==> src/rtl/pipeline_pkg.sv <==
// pipeline_pkg: shared types and constants for the EX/MEM stage.
//   seq_state_e            - data-memory sequencer state (IDLE / BUSY)
//   WB_* / M_* indices     - bit positions inside the WB and M control fields
//   DEFAULT_TIMEOUT_CYCLES - default request timeout (used with DMEM_TIMEOUT_EN)
package pipeline_pkg;

  typedef enum logic {
    ST_IDLE = 1'b0,
    ST_BUSY = 1'b1
  } seq_state_e;

  localparam int unsigned WB_REGWRITE = 1;
  localparam int unsigned WB_MEMTOREG = 0;
  localparam int unsigned M_READ      = 1;
  localparam int unsigned M_WRITE     = 0;

  localparam int unsigned DEFAULT_TIMEOUT_CYCLES = 16;

endpackage

==> src/rtl/dmem_sequencer.sv <==
// dmem_sequencer: request/acknowledge sequencer for data memory.
//
// state   | meaning
// --------+--------------------------------------------------------------
// IDLE    | no memory access outstanding; EX stage is captured each edge
// BUSY    | request held on the bus, upstream frozen until ack (or abort)
//
// Optional feature macro: DMEM_TIMEOUT_EN adds an 8-bit request timer that
// aborts the access after TIMEOUT_CYCLES un-acked cycles and sets a sticky
// error flag. Without the macro BUSY waits indefinitely and err_o is 0.
//
// Ports:
//   clk_i, rst_i (async, active-low)
//   start_i      - captured instruction needs memory (sampled in IDLE)
//   write_i      - access is a store (sampled with start_i)
//   dmem_ack_i   - memory completion (only meaningful in BUSY)
//   busy_o       - state is BUSY (drives stall)
//   dmem_req_o   - registered memory request
//   dmem_we_o    - registered write enable
//   ack_done_o   - completion on this edge
//   timeout_o    - abort on this edge
//   err_o        - sticky timeout flag
module dmem_sequencer
  import pipeline_pkg::*;
#(
  parameter int unsigned TIMEOUT_CYCLES = DEFAULT_TIMEOUT_CYCLES
) (
  input  logic clk_i,
  input  logic rst_i,
  input  logic start_i,
  input  logic write_i,
  input  logic dmem_ack_i,
  output logic busy_o,
  output logic dmem_req_o,
  output logic dmem_we_o,
  output logic ack_done_o,
  output logic timeout_o,
  output logic err_o
);

  if (TIMEOUT_CYCLES < 1 || TIMEOUT_CYCLES > 255) begin : g_bad_timeout
    $error("dmem_sequencer: TIMEOUT_CYCLES must be within 1..255");
  end

  seq_state_e state_q;
  logic       req_q;
  logic       we_q;

  assign busy_o     = (state_q == ST_BUSY);
  assign ack_done_o = busy_o & dmem_ack_i;
  assign dmem_req_o = req_q;
  assign dmem_we_o  = we_q;

`ifdef DMEM_TIMEOUT_EN
  localparam logic [7:0] LAST_CNT = 8'(TIMEOUT_CYCLES - 1);

  logic [7:0] cnt_q;
  logic       err_q;

  // The edge that would take the count to TIMEOUT_CYCLES is the abort edge;
  // an ack on that same edge takes priority.
  assign timeout_o = busy_o & ~dmem_ack_i & (cnt_q == LAST_CNT);
  assign err_o     = err_q;

  always_ff @(posedge clk_i or negedge rst_i) begin
    if (!rst_i) begin
      cnt_q <= '0;
      err_q <= 1'b0;
    end else begin
      // Held at zero in IDLE so every BUSY period starts from a clean count.
      if (!busy_o) begin
        cnt_q <= '0;
      end else if (!dmem_ack_i) begin
        cnt_q <= cnt_q + 8'd1;
      end
      if (timeout_o) begin
        err_q <= 1'b1;
      end
    end
  end
`else
  assign timeout_o = 1'b0;
  assign err_o     = 1'b0;
`endif

  always_ff @(posedge clk_i or negedge rst_i) begin
    if (!rst_i) begin
      state_q <= ST_IDLE;
      req_q   <= 1'b0;
      we_q    <= 1'b0;
    end else begin
      case (state_q)
        ST_IDLE: begin
          if (start_i) begin
            state_q <= ST_BUSY;
            req_q   <= 1'b1;
            we_q    <= write_i;
          end
        end
        ST_BUSY: begin
          if (dmem_ack_i || timeout_o) begin
            state_q <= ST_IDLE;
            req_q   <= 1'b0;
          end
        end
        default: begin
          state_q <= ST_IDLE;
          req_q   <= 1'b0;
        end
      endcase
    end
  end

endmodule

==> src/rtl/ex_mem_stage.sv <==
// ex_mem_stage: EX/MEM pipeline register of the RV32 core.
// Latches the EX result and WB control, runs loads/stores against data
// memory through dmem_sequencer, and stalls upstream while an access is
// outstanding. Optional feature macro: DMEM_TIMEOUT_EN (request timeout
// with sticky err_o; see dmem_sequencer).
//
// Ports:
//   clk_i, rst_i (async, active-low)
//   valid_i, WB_i, M_i, alu_result_i, wr_data_i, rd_i   - from EX
//   dmem_req_o, dmem_we_o, dmem_addr_o, dmem_wdata_o     - to data memory
//   dmem_ack_i, dmem_rdata_i                             - from data memory
//   stall_o                                              - freeze IF/ID, ID/EX
//   valid_o, WB_o, rd_o, alu_result_o, mem_rdata_o       - to MEM/WB
//   fwd_regwrite_o, fwd_rd_o                             - to forwarding unit
//   err_o                                                - sticky timeout flag
module ex_mem_stage
  import pipeline_pkg::*;
#(
  parameter int unsigned TIMEOUT_CYCLES = DEFAULT_TIMEOUT_CYCLES
) (
  input  logic        clk_i,
  input  logic        rst_i,
  input  logic        valid_i,
  input  logic [1:0]  WB_i,
  input  logic [1:0]  M_i,
  input  logic [31:0] alu_result_i,
  input  logic [31:0] wr_data_i,
  input  logic [4:0]  rd_i,
  output logic        dmem_req_o,
  output logic        dmem_we_o,
  output logic [31:0] dmem_addr_o,
  output logic [31:0] dmem_wdata_o,
  input  logic        dmem_ack_i,
  input  logic [31:0] dmem_rdata_i,
  output logic        stall_o,
  output logic        valid_o,
  output logic [1:0]  WB_o,
  output logic [4:0]  rd_o,
  output logic [31:0] alu_result_o,
  output logic [31:0] mem_rdata_o,
  output logic        fwd_regwrite_o,
  output logic [4:0]  fwd_rd_o,
  output logic        err_o
);

  logic busy;
  logic ack_done;
  logic timeout;
  logic is_mem;

  logic        valid_cap_d, valid_cap_q;
  logic        valid_out_d, valid_out_q;
  logic [1:0]  wb_d, wb_q;
  logic [4:0]  rd_d, rd_q;
  logic [31:0] alu_d, alu_q;
  logic [31:0] wdata_d, wdata_q;
  logic [31:0] rdata_d, rdata_q;

  // MemRead and MemWrite both set is a store: write_i takes M_WRITE alone.
  assign is_mem = valid_i & (M_i[M_READ] | M_i[M_WRITE]);

  dmem_sequencer #(
    .TIMEOUT_CYCLES (TIMEOUT_CYCLES)
  ) u_seq (
    .clk_i      (clk_i),
    .rst_i      (rst_i),
    .start_i    (is_mem),
    .write_i    (M_i[M_WRITE]),
    .dmem_ack_i (dmem_ack_i),
    .busy_o     (busy),
    .dmem_req_o (dmem_req_o),
    .dmem_we_o  (dmem_we_o),
    .ack_done_o (ack_done),
    .timeout_o  (timeout),
    .err_o      (err_o)
  );

  always_comb begin
    valid_cap_d = valid_cap_q;
    valid_out_d = valid_out_q;
    wb_d        = wb_q;
    rd_d        = rd_q;
    alu_d       = alu_q;
    wdata_d     = wdata_q;
    rdata_d     = rdata_q;
    if (!busy) begin
      valid_cap_d = valid_i;
      wb_d        = WB_i;
      rd_d        = rd_i;
      alu_d       = alu_result_i;
      wdata_d     = wr_data_i;
      // Memory ops retire later, when the access finishes.
      valid_out_d = valid_i & ~is_mem;
    end else begin
      valid_out_d = ack_done | timeout;
      // An aborted access must not write back a bogus register value.
      if (timeout) begin
        wb_d = 2'b00;
      end
      if (ack_done && !dmem_we_o) begin
        rdata_d = dmem_rdata_i;
      end
    end
  end

  always_ff @(posedge clk_i or negedge rst_i) begin
    if (!rst_i) begin
      valid_cap_q <= 1'b0;
      valid_out_q <= 1'b0;
      wb_q        <= '0;
      rd_q        <= '0;
      alu_q       <= '0;
      wdata_q     <= '0;
      rdata_q     <= '0;
    end else begin
      valid_cap_q <= valid_cap_d;
      valid_out_q <= valid_out_d;
      wb_q        <= wb_d;
      rd_q        <= rd_d;
      alu_q       <= alu_d;
      wdata_q     <= wdata_d;
      rdata_q     <= rdata_d;
    end
  end

  assign stall_o        = busy;
  assign valid_o        = valid_out_q;
  assign WB_o           = wb_q;
  assign rd_o           = rd_q;
  assign alu_result_o   = alu_q;
  assign mem_rdata_o    = rdata_q;
  assign dmem_addr_o    = alu_q;
  assign dmem_wdata_o   = wdata_q;
  assign fwd_regwrite_o = wb_q[WB_REGWRITE] & valid_cap_q;
  assign fwd_rd_o       = rd_q;

endmodule

==> config.mk <==
export PLATFORM = sky130hd
export DESIGN_NAME = ex_mem_stage
export DESIGN_NICKNAME = d
export VERILOG_FILES = /design/src/rtl/pipeline_pkg.sv /design/src/rtl/dmem_sequencer.sv /design/src/rtl/ex_mem_stage.sv
export SDC_FILE = /design/constraint.sdc
export NUM_CORES = 1
export LEC_CHECK = 0
export CAP_MARGIN = 20
export CORE_MARGIN = 1.5
export CORE_UTILIZATION = 41
export CTS_CLUSTER_SIZE = 8
export DETAILED_ROUTE_END_ITERATION = 10
export PLACE_DENSITY = 0.85
export REMOVE_ABC_BUFFERS = 1
export SYNTH_ARGS = -nofsm -noshare
export SYNTH_HDL_FRONTEND = slang
export SYNTH_SLANG_ARGS = --single-unit
==> constraint.sdc <==
create_clock -name clk_i -period 2.28 [get_ports clk_i]
set_input_delay 0.456 -clock clk_i [delete_from_list [all_inputs] [get_ports clk_i]]
set_output_delay 0.456 -clock clk_i [all_outputs]
set_load 0.03 [all_outputs]
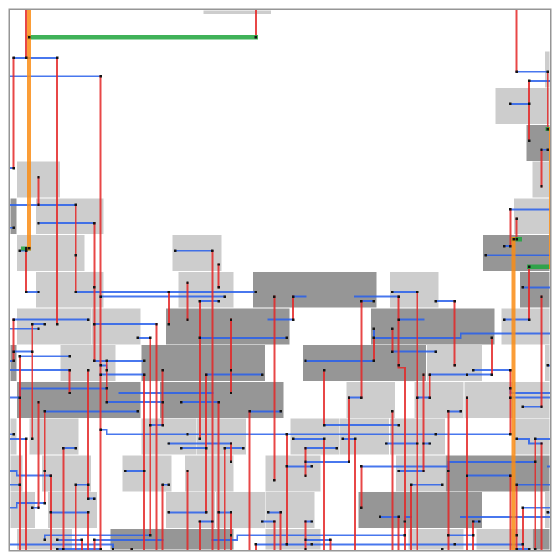
(close-up of the layout)
Region (34, 12) to (74, 52) µm. Cells in gray, sequential cells in the stronger gray; small squares are vias.
[met3] green
[met2] red
[met1] blue
[met4] orange
most frequent: clkdlybuf4s50_1 (20), mux2_2 (11), dfrtp_1 (11)
cells with their middle in the window: 48
netlist names of flops here include: dmem_wdata_o (6), alu_result_o (4)
sequential cells in the window: 11

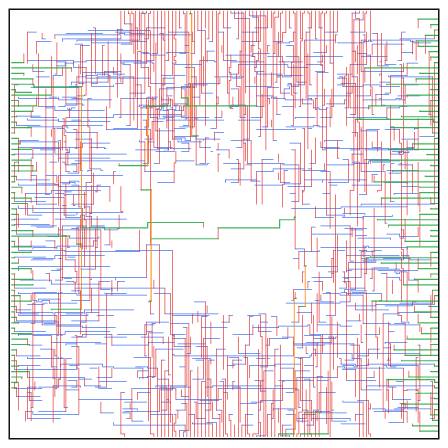
(wiring by layer)
[met4] orange | wire length: 169 µm
[met3] green | wire length: 818 µm
[met2] red | wire length: 5560 µm
[met1] blue | wire length: 4010 µm
via count: 2983
final WL: 10.5 mm

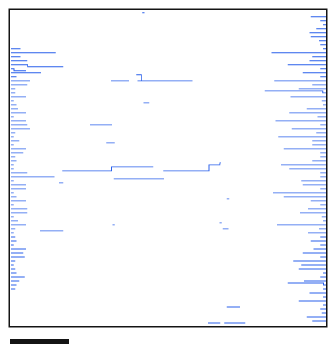
(signal wires on met3)
Scale bar: 20 µm.
nets with wire on the layer: 146
longest straight run: 19.6 µm

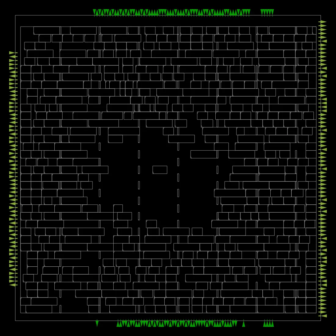
(cell outlines without signal wires)
Final Util: 68.2%
fin cells: 640

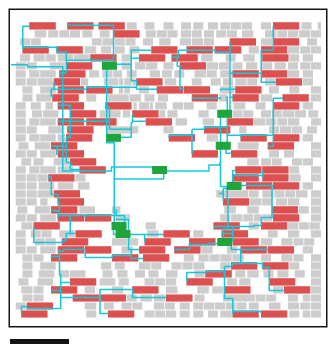
(clock distribution)
Scale bar: 20 µm.
[cells driving clock nets] green | count: 9
[clock wires] cyan | length: 1140 µm
[flip-flops] red | count: 108
flops lie: all over the die
clock latency on the worst-skew pair: 0.36 ns
Layout Skew: 0.0157 ns
Clk pwr share: 19.8%
total clock network power: 1.41 mW

==> impl_metrics.tcl <==
# flow metrics
set metrics [dict create \
    synthSimpleGateAreaFrac_pct 1.15 \
    finalSetupTns_ns 0 \
    status "complete, no violations" \
    antenna_found_initial 0 \
    r2r-start "u_seq.dmem_we_o$_DFFE_PN0P_" \
    top_area_cell "dfrtp_1" \
    ys_chip_area_um2 4470 \
    wl_met3_um 817 \
    cts_inserted_buffers 9 \
    wl_met1_mm 4.01 \
    io_buffers 253 \
    clk_pin_slew_worst_paths_ns 0.09 \
    finalWeightedCongestion 0.710 \
    ys_sh_adder_pct 0 \
    die_area_um2 11500 \
    synth_top_area_share_pct 60.5 \
    post-cts-setup-buffers 0 \
    ant_nets 0 \
    p_sw_share_pct 34.7 \
    max_freq_mhz 505 \
    crit_arrival_ns 1.52 \
    peakVddDrop_uv 698 \
    place_ws_ns 0.229 \
    mostFrequentLayoutCells "251 x clkdlybuf4s50_1, 107 x dfrtp_1, 73 x mux2_2" \
    cellPowerDensity_nw_per_um2 1000 \
    seq_area_um2 2710 \
    finalNetCount 608 \
]
-- Yosys cell counts (all sizes together) --
cell type and number:
o2bb2ai 1, o21ai 2, mux2 103, nand2b 1, a21bo 1, buf 50
dfrtp 108, o31ai 1, conb 1, nand2 3, inv 1, nand3b 2
and2 1, mux2i 1
-- sequential cells by signal (all words and copies together) (netlist names) --
signal and flops:
WB_o 2, alu_result_o 32, dmem_wdata_o 32, fwd_rd_o 5, mem_rdata_o 32, u_seq.busy_o 1
u_seq.dmem_req_o 1, u_seq.dmem_we_o 1, valid_cap_q 1, valid_o 1
-- critical path, cell delays in order, from the launching register on --
cell,delay (ns)
dfrtp_1,0.36
and2_1,0.12
clkdlybuf4s50_1,0.70
-- power groups by stage --
stage | Sequential [mW] | Clock [mW] | Combinational, mW
6_report | 2.63 | 1.41 | 3.11
5_1_grt | 2.69 | 1.52 | 3.24
4_1_cts | 2.63 | 1.45 | 3.14
3_5_place_dp | 2.65 | 0 | 3.14
3_3_place_gp | 2.64 | 0 | 3.08
2_1_floorplan | 3.72 | 0 | 0.605
-- worst paths after layout --
kind,endpoint,cells past startpoint
hold / removal,valid_cap_q$_DFFE_PN0N_,2
hold reg to reg,valid_cap_q$_DFFE_PN0N_,2
setup reg to reg,mem_rdata_o[26]$_DFFE_PN0P_,3
min in group asynchronous,alu_result_o[22]$_DFFE_PN0N_,2
setup / recovery,fwd_regwrite_o,2
max in group asynchronous,u_seq.busy_o$_DFF_PN0_,3
-- area by class of cell --
cell class	instances	area share (%)
Multi-Input combinational cell	117	19.3
Clock buffer	11	2.12
Sequential cell	108	37.9
Inverter	1	0.0526
Clock inverter	5	1.51
Tap cell	136	2.38
Timing Repair Buffer	262	36.8
Power figures rest on the tool's default switching activity, not on a simulated workload.
